File: src/rtl/servo_pkg.sv
// Shared timing defaults, named positions and the position-to-pulse clamp
// for the servo PWM bank.
package servo_pkg;

    localparam int unsigned PERIOD_CYC = 32'd1000000;
    localparam int unsigned MIN_PULSE  = 32'd50000;
    localparam int unsigned MAX_PULSE  = 32'd100000;
    localparam int unsigned PULSE_LSB  = 32'd196;

    localparam logic [7:0] POS_LOCKED   = 8'd0;
    localparam logic [7:0] POS_UNLOCKED = 8'd255;

    // Pulse width for a position, computed wide and clamped to the ceiling.
    function automatic logic [31:0] pos_to_pulse(
        input logic [31:0] pos,
        input logic [31:0] min_pulse,
        input logic [31:0] pulse_lsb,
        input logic [31:0] max_pulse
    );
        logic [63:0] raw_s;
        raw_s = 64'(min_pulse) + (64'(pos) * 64'(pulse_lsb));
        if (raw_s > 64'(max_pulse)) begin
            return max_pulse;
        end else begin
            return raw_s[31:0];
        end
    endfunction

endpackage

File: src/rtl/servo_channel.sv
// One servo channel: target/current position with per-frame slew, frame-latched
// duty and enable, and the registered PWM pin.
module servo_channel #(
    parameter int unsigned CNT_W     = 20,
    parameter int unsigned POS_W     = 8,
    parameter int unsigned DUTY_W    = 17,
    parameter int unsigned MIN_PULSE = 50000,
    parameter int unsigned PULSE_LSB = 196,
    parameter int unsigned MAX_PULSE = 100000,
    parameter int unsigned SLEW      = 8,
    parameter int unsigned RESET_POS = 0
) (
    input  logic             clk,
    input  logic             rst,
    input  logic             boundary,
    input  logic             wr_en,
    input  logic [POS_W-1:0] wr_pos,
    input  logic             en,
    input  logic [CNT_W-1:0] counter,
    output logic             servo,
    output logic             moving
);
    import servo_pkg::*;

    localparam int unsigned       CMP_W     = (CNT_W > DUTY_W) ? CNT_W : DUTY_W;
    localparam logic [POS_W-1:0]  POS_RST   = POS_W'(RESET_POS);
    localparam logic [POS_W-1:0]  SLEW_STEP = POS_W'(SLEW);
    localparam logic [DUTY_W-1:0] DUTY_RST  =
        DUTY_W'(pos_to_pulse(32'(RESET_POS), MIN_PULSE, PULSE_LSB, MAX_PULSE));

    logic [POS_W-1:0]  tgt_r;
    logic [POS_W-1:0]  cur_r;
    logic [DUTY_W-1:0] duty_r;
    logic              en_q_r;
    logic              servo_r;
    logic              moving_r;
    logic [POS_W-1:0]  diff_s;
    logic [POS_W-1:0]  cur_next_s;
    logic [DUTY_W-1:0] duty_next_s;

    // Next position one slew step toward the target, never overshooting.
    always_comb begin
        cur_next_s = cur_r;
        diff_s     = '0;
        if (tgt_r > cur_r) begin
            diff_s = tgt_r - cur_r;
            if ((SLEW == 32'd0) || (32'(diff_s) <= SLEW)) begin
                cur_next_s = tgt_r;
            end else begin
                cur_next_s = cur_r + SLEW_STEP;
            end
        end else if (tgt_r < cur_r) begin
            diff_s = cur_r - tgt_r;
            if ((SLEW == 32'd0) || (32'(diff_s) <= SLEW)) begin
                cur_next_s = tgt_r;
            end else begin
                cur_next_s = cur_r - SLEW_STEP;
            end
        end else begin
            cur_next_s = cur_r;
        end
        duty_next_s = DUTY_W'(pos_to_pulse(32'(cur_next_s), MIN_PULSE, PULSE_LSB, MAX_PULSE));
    end

    // Target register; the last write before a boundary is the one used.
    always_ff @(posedge clk) begin
        if (rst) begin
            tgt_r <= POS_RST;
        end else if (wr_en) begin
            tgt_r <= wr_pos;
        end else begin
            tgt_r <= tgt_r;
        end
    end

    // Position, duty and enable change only at a frame boundary, so pulses stay whole.
    always_ff @(posedge clk) begin
        if (rst) begin
            cur_r  <= POS_RST;
            duty_r <= DUTY_RST;
            en_q_r <= 1'b0;
        end else if (boundary) begin
            cur_r  <= cur_next_s;
            duty_r <= duty_next_s;
            en_q_r <= en;
        end else begin
            cur_r  <= cur_r;
            duty_r <= duty_r;
            en_q_r <= en_q_r;
        end
    end

    // Registered PWM pin and moving flag.
    always_ff @(posedge clk) begin
        if (rst) begin
            servo_r  <= 1'b0;
            moving_r <= 1'b0;
        end else begin
            servo_r  <= en_q_r && (CMP_W'(counter) < CMP_W'(duty_r));
            moving_r <= (cur_r != tgt_r);
        end
    end

    assign servo  = servo_r;
    assign moving = moving_r;

endmodule

File: src/rtl/servo_pwm_bank.sv
// Multi-channel servo PWM driver: shared frame counter, write decode and
// frame tick, with one slew-limited servo_channel per output.
module servo_pwm_bank #(
    parameter int unsigned NUM_CH     = 2,
    parameter int unsigned PERIOD_CYC = servo_pkg::PERIOD_CYC,
    parameter int unsigned MIN_PULSE  = servo_pkg::MIN_PULSE,
    parameter int unsigned PULSE_LSB  = servo_pkg::PULSE_LSB,
    parameter int unsigned MAX_PULSE  = servo_pkg::MAX_PULSE,
    parameter int unsigned POS_W      = 8,
    parameter int unsigned SLEW       = 8,
    parameter int unsigned RESET_POS  = 0,
    parameter int unsigned CH_W       = (NUM_CH > 1) ? $clog2(NUM_CH) : 1
) (
    input  logic              clk,
    input  logic              rst,
    input  logic              wr_en,
    input  logic [CH_W-1:0]   wr_ch,
    input  logic [POS_W-1:0]  wr_pos,
    input  logic [NUM_CH-1:0] ch_en,
    output logic [NUM_CH-1:0] servo,
    output logic [NUM_CH-1:0] moving,
    output logic              frame_tick
);
    import servo_pkg::*;

    localparam int unsigned      CNT_W    = (PERIOD_CYC > 1) ? $clog2(PERIOD_CYC) : 1;
    localparam int unsigned      DUTY_W   = $clog2(MAX_PULSE + 1);
    localparam logic [CNT_W-1:0] CNT_LAST = CNT_W'(PERIOD_CYC - 1);

    logic [CNT_W-1:0] counter_r;
    logic [CNT_W-1:0] counter_next_s;
    logic             boundary_s;
    logic             wr_ok_s;
    logic             frame_tick_r;

    // Free-running frame counter wrap and in-range write qualification.
    always_comb begin
        boundary_s = (counter_r == CNT_LAST);
        if (boundary_s) begin
            counter_next_s = '0;
        end else begin
            counter_next_s = counter_r + CNT_W'(1);
        end
        wr_ok_s = wr_en && (32'(wr_ch) < NUM_CH);
    end

    // Counter and a tick that is high during the last cycle of every frame.
    always_ff @(posedge clk) begin
        if (rst) begin
            counter_r    <= '0;
            frame_tick_r <= 1'b0;
        end else begin
            counter_r    <= counter_next_s;
            frame_tick_r <= (counter_next_s == CNT_LAST);
        end
    end

    assign frame_tick = frame_tick_r;

    for (genvar i = 0; i < NUM_CH; i++) begin : g_ch
        servo_channel #(
            .CNT_W    (CNT_W),
            .POS_W    (POS_W),
            .DUTY_W   (DUTY_W),
            .MIN_PULSE(MIN_PULSE),
            .PULSE_LSB(PULSE_LSB),
            .MAX_PULSE(MAX_PULSE),
            .SLEW     (SLEW),
            .RESET_POS(RESET_POS)
        ) u_ch (
            .clk     (clk),
            .rst     (rst),
            .boundary(boundary_s),
            .wr_en   (wr_ok_s && (32'(wr_ch) == i)),
            .wr_pos  (wr_pos),
            .en      (ch_en[i]),
            .counter (counter_r),
            .servo   (servo[i]),
            .moving  (moving[i])
        );
    end

endmodule
File: config.mk
export PLATFORM = sky130hd
export DESIGN_NAME = servo_pwm_bank
export DESIGN_NICKNAME = d
export VERILOG_FILES = /design/src/rtl/servo_pkg.sv /design/src/rtl/servo_channel.sv /design/src/rtl/servo_pwm_bank.sv
export SDC_FILE = /design/constraint.sdc
export NUM_CORES = 1
export LEC_CHECK = 0
export ABC_CLOCK_PERIOD_IN_PS = 7150
export CAP_MARGIN = 40
export CORE_MARGIN = 3
export CORE_UTILIZATION = 50
export CTS_CLUSTER_SIZE = 24
export DETAILED_ROUTE_END_ITERATION = 6
export DONT_BUFFER_PORTS = 1
export GPL_TIMING_DRIVEN = 0
export REMOVE_ABC_BUFFERS = 1
export SYNTH_ARGS = -nofsm -noshare
export SYNTH_HDL_FRONTEND = slang
export SYNTH_SLANG_ARGS = --single-unit
File: constraint.sdc
create_clock -name clk -period 7.15 [get_ports clk]
set_input_delay 0.715 -clock clk [delete_from_list [all_inputs] [get_ports clk]]
set_output_delay 0.715 -clock clk [all_outputs]
set_load 0.01 [all_outputs]
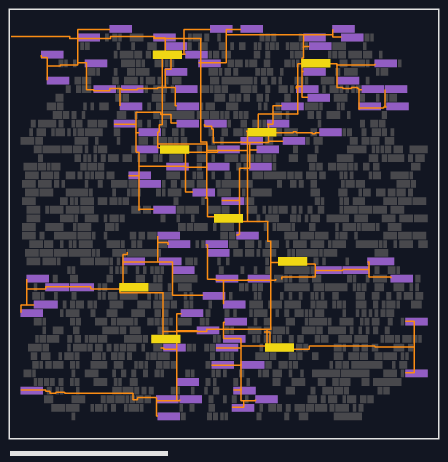
Fig. 1. Routed clock nets over the placement.
Bar = 50 um.
clock drivers -> yellow  # count 9
clock wires -> orange  # length 1,330 um
flip-flops -> purple  # count 89
routed clock nets = 10
flops lie = spread over the die

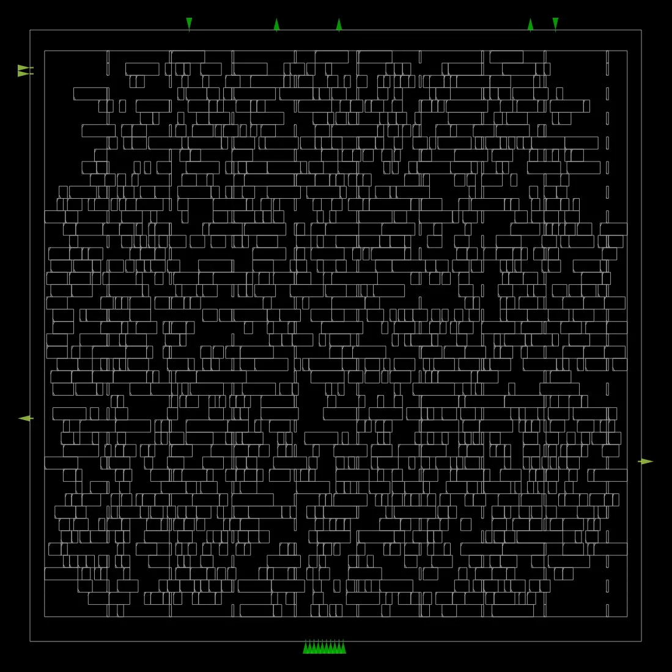
Fig. 2. Placed standard cells.
Cell Rows: 46
flop share of the area: 19.73%
Fill cells: 1,580
Tapcells: 216

==> job_summary.md <==
## Implementation flow summary

| Metric | Value |
|---|---|
| Status | finished, final reports clean |
| Sink Count | 89 |
| Crit path capture type | register |
| Fin crit share | 94.15% |
| Die W | 135.2 um |
| Placed cells | 1,263 |
| Setup Crit Path Kind | reg2reg |
| Iteration-0 DRC Markers | 449 |
| Drt first pass iters | 5 |
| Late-Pin Clk Latency | 0.35 ns |
| Register-to-register setup slack | 0.42 ns |
| CTS H-tree depth | 3 |
| GPL Wtd Cong | 0.8458 |
| Reg2reg end | g_ch[0].u_ch.duty_r[9] |
| WP depth | 26 |
| Synth async-reset ratio | 0% |
| RSZ-0062 raised after global routing | no |
| Global-route wire length before repair | 33.31 mm |
| Seq cells | 89 |
| Final wirelength | 19.26 mm |
| Seq. cell area | 0.001798 mm^2 |
| Top delay family on crit path | AND-OR/OR-AND gates |
| Final #Nets | 1,209 |
| Grt total ovfl | 0 |
| Max-slew violations | 0 |
| NonClk Buf Share | 1.442% |
| Seq cells post-synth | 89 |
| Setup_tns | 0 ns |
| CTS tree | built |
| Port Buffers | 0 |
| Overall power | 0.002287 W |
| Number of global-route vias before repair | 6,942 |
| Fin area | 0.009111 mm^2 |
| Slew headroom | 47.97% |
| Signal buffers | 12 |
| Crit path to | g_ch[0].u_ch.duty_r[9] |
| Crit path DAT | 6.93 ns |
| Worst min path class | in2reg |
| Met1 wire length | 9.756 mm |
| Final ANT Viol Nets | 0 |
| Slowest cell on crit path | or4_4 |
| Non-Filler Instances | 1,284 |
| Cell area leaders | dfxtp_1 (21%), ha_1 (19%), a21oi_1 (5.6%) |
| Number of OpenROAD warnings | 47 |
| Setup Fix Bufs, Post-CTS | 1 |
| Num CTS Buffers | 9 |
| Root Buffer | clkbuf_16 |
| PD cells | 251.0 mW/mm^2 |
| # DRC | 0 |
| Worst path bufs/invs | 4 |
| Max-cap violation count | 0 |
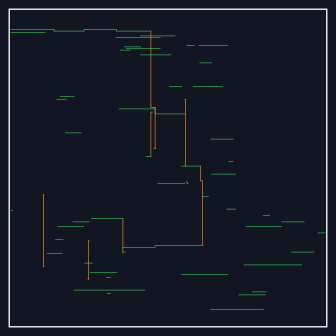
Fig. 3. Routed metal, one color a layer.
Only two layers are drawn.
metal 4 -> orange  # wire length 196 um
metal 3 -> green  # wire length 538 um

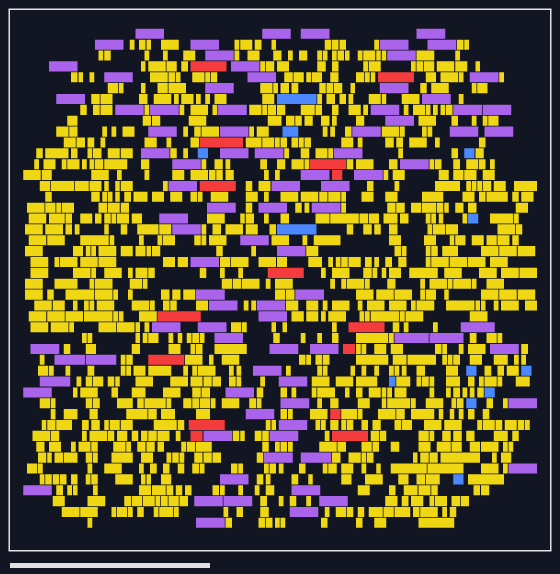
Fig. 4. Cells colored by class.
Bar = 50 um.
sequential cells -> purple  # cells 89, share of their area 20%
clock drivers and dummy loads -> red  # cells 15, share of their area 3.6%
remaining buffers and delay cells -> blue  # cells 12, share of their area 1.5%
combinational and other logic -> yellow  # cells 952, share of their area 75%

-- power by group --
group,switching [W],internal (W)
sequential,0.00000884,0.000501
combinational,0.000750,0.000510
clock,0.000210,0.000306
-- layout by cell type (no fill, tap or decap), types with 5 or more instances in the layout --
cell / count
nand3_1: 32
a31oi_1: 15
o21a_1: 5
nand2b_1: 14
nor2b_1: 14
buf_4: 8
ha_1: 117
dfxtp_1: 82
nand4_1: 9
inv_1: 113
mux2i_1: 11
xor2_1: 19
and2_1: 7
xnor2_1: 37
nor4_1: 8
a221oi_1: 6
nor3_1: 24
a21o_1: 13
o211ai_1: 9
nor2_1: 118
a21oi_2: 6
o22ai_1: 8
nand2_1: 91
or3_1: 12
clkbuf_16: 9
o21ai_0: 33
and3_1: 8
fa_1: 6
a21oi_1: 88
a211oi_1: 15
Power is estimated from default activity; no workload was simulated.
